**Where the registers sit**

Other sequential cells in the stronger gray, the rest of the logic in the fainter gray.
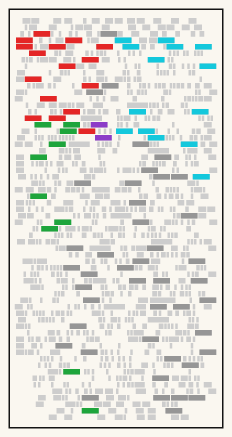
**The metal 3 layer**

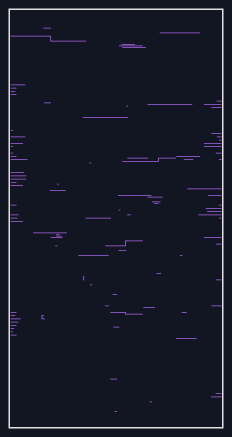
**Routed metal per tile**

The die is cut into 18 by 35 equal tiles; black is low, pale yellow is high, scaled to the fullest tile. Values are wire area over tile area, all layers added.
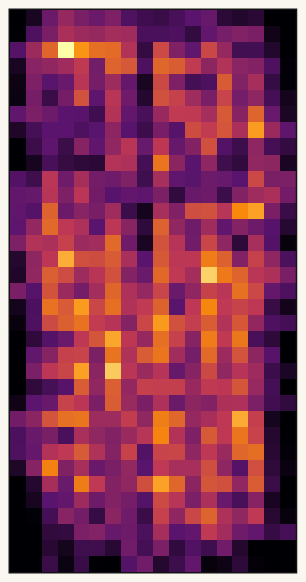
**Placement view**

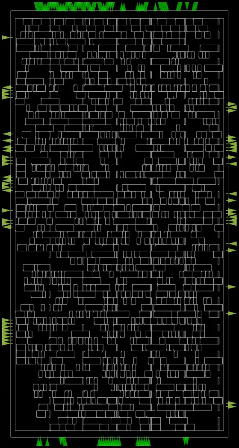
**Wires at chosen ports, followed through buffers**

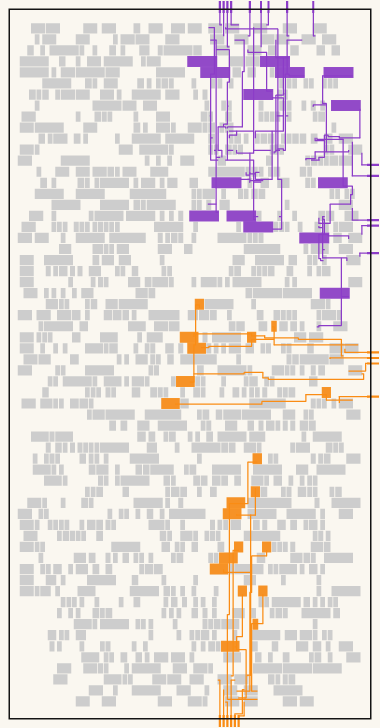
Design capture_engine_flat, sky130hd; sources not shown.
==> flow_summary.toml <==
# synthesis and place-and-route metrics
[run_status]
status = "finished clean"

[critical_path]
cp_common_cell = "nand2_1"
end_kind = "register"
cp_data_arrival_time_ns = 4.22

[pwr]
ir_drop_mv = 0.1430
p_seq_frac = 0.370
intPower_mw = 1.303
power.density_nw_per_um2 = 279.6
power_frac_comb = 0.295
switching_power_uw = 725.9
top_power_group = "sequential cells"

[global_routing]
grt_start_max_net_pins = 60
grt_pass1_vias = 5711
grt_use_met2 = 0.4463
grt_pass1_wl_um = 27800

[drt]
met3_length_um = 492
ant_nets = 0
dr_wl_met2_um = 9918
dr.pass1.iters = 4

[die]
dieArea_um2 = 15490
dieWidth_um = 88.76

[cells_and_area]
n_antenna_cell = 0
final_cell_mix = "237 x nand2_1, 146 x nor2_1, 125 x clkdlybuf4s50_1, 96 x inv_1, 85 x dfxtp_1"
comb_share = 0.4574
num-nonclk-inverters = 104
clk_share = 0.04381
clkbuf_count = 9
fillers = 1577
final_area_um2 = 7254

[sta]
hold_violations = 0
rsz0062_at_grt = "false"
holdWs_ns = 0.4158

[yosys]
synth_cells = 885
synth_seq_share = 0.3045
synth-simple-area-share = 0.3902
yosysTopAreaCell = "dfxtp_1"
syn_nets = 985
ys_sh_aoi = 0.09380
logic_family = "simple AND/OR/NAND/NOR gates"
top_cells_by_count = "237 x nand2_1, 146 x nor2_1, 96 x inv_1"

[flow_run]
cap_violations = 0

[clock_network]
insertion_delay_ns = 0.34

[placed_design]
placedCellCount = 1172
About 'where the registers sit':
| color | netlist name | placed flops |
|---|---|---|
| green | u_core.u_raster.o_y | 10 |
| purple | u_core.r_state | 2 |
| cyan | u_core.bus.destAddr | 14 |
| red | u_core.bus.destData | 16 |
Seq area share: 0.2346
register area: 1702 um2
Seq group: 751 uW

About 'the metal 3 layer':
share of all routed wire: 2.8%
wire length on this layer: 493 um
detailed-route via count: 5863
GR Util met3: 0.02802

About 'routed metal per tile':
fullest tile: 0.50
mean over tiles: 0.18
densest ninth of the die: center
tiles over half the peak: 24%
nearly empty tiles: 6.5%
per-cell routed wire length: 14.68 um
final WL: 17440 um

About 'placement view':
final std cells w/o fill: 1188
final core occ: 0.5055
flip-flops: 85

About 'wires at chosen ports, followed through buffers':
| color | port | bits | direction | edge | end cells | buffers | wire |
|---|---|---|---|---|---|---|---|
| orange | i_srcXStart | 10 | input | 6 bottom, 4 right | 20 | 10 | 546 um |
| purple | bus_destAddr | 14 | output | 9 top, 5 right | 14 | 14 | 707 um |
io pins: 127
IO Port Bufs: 126

Power figures rest on the tool's default switching activity, not on a simulated workload.
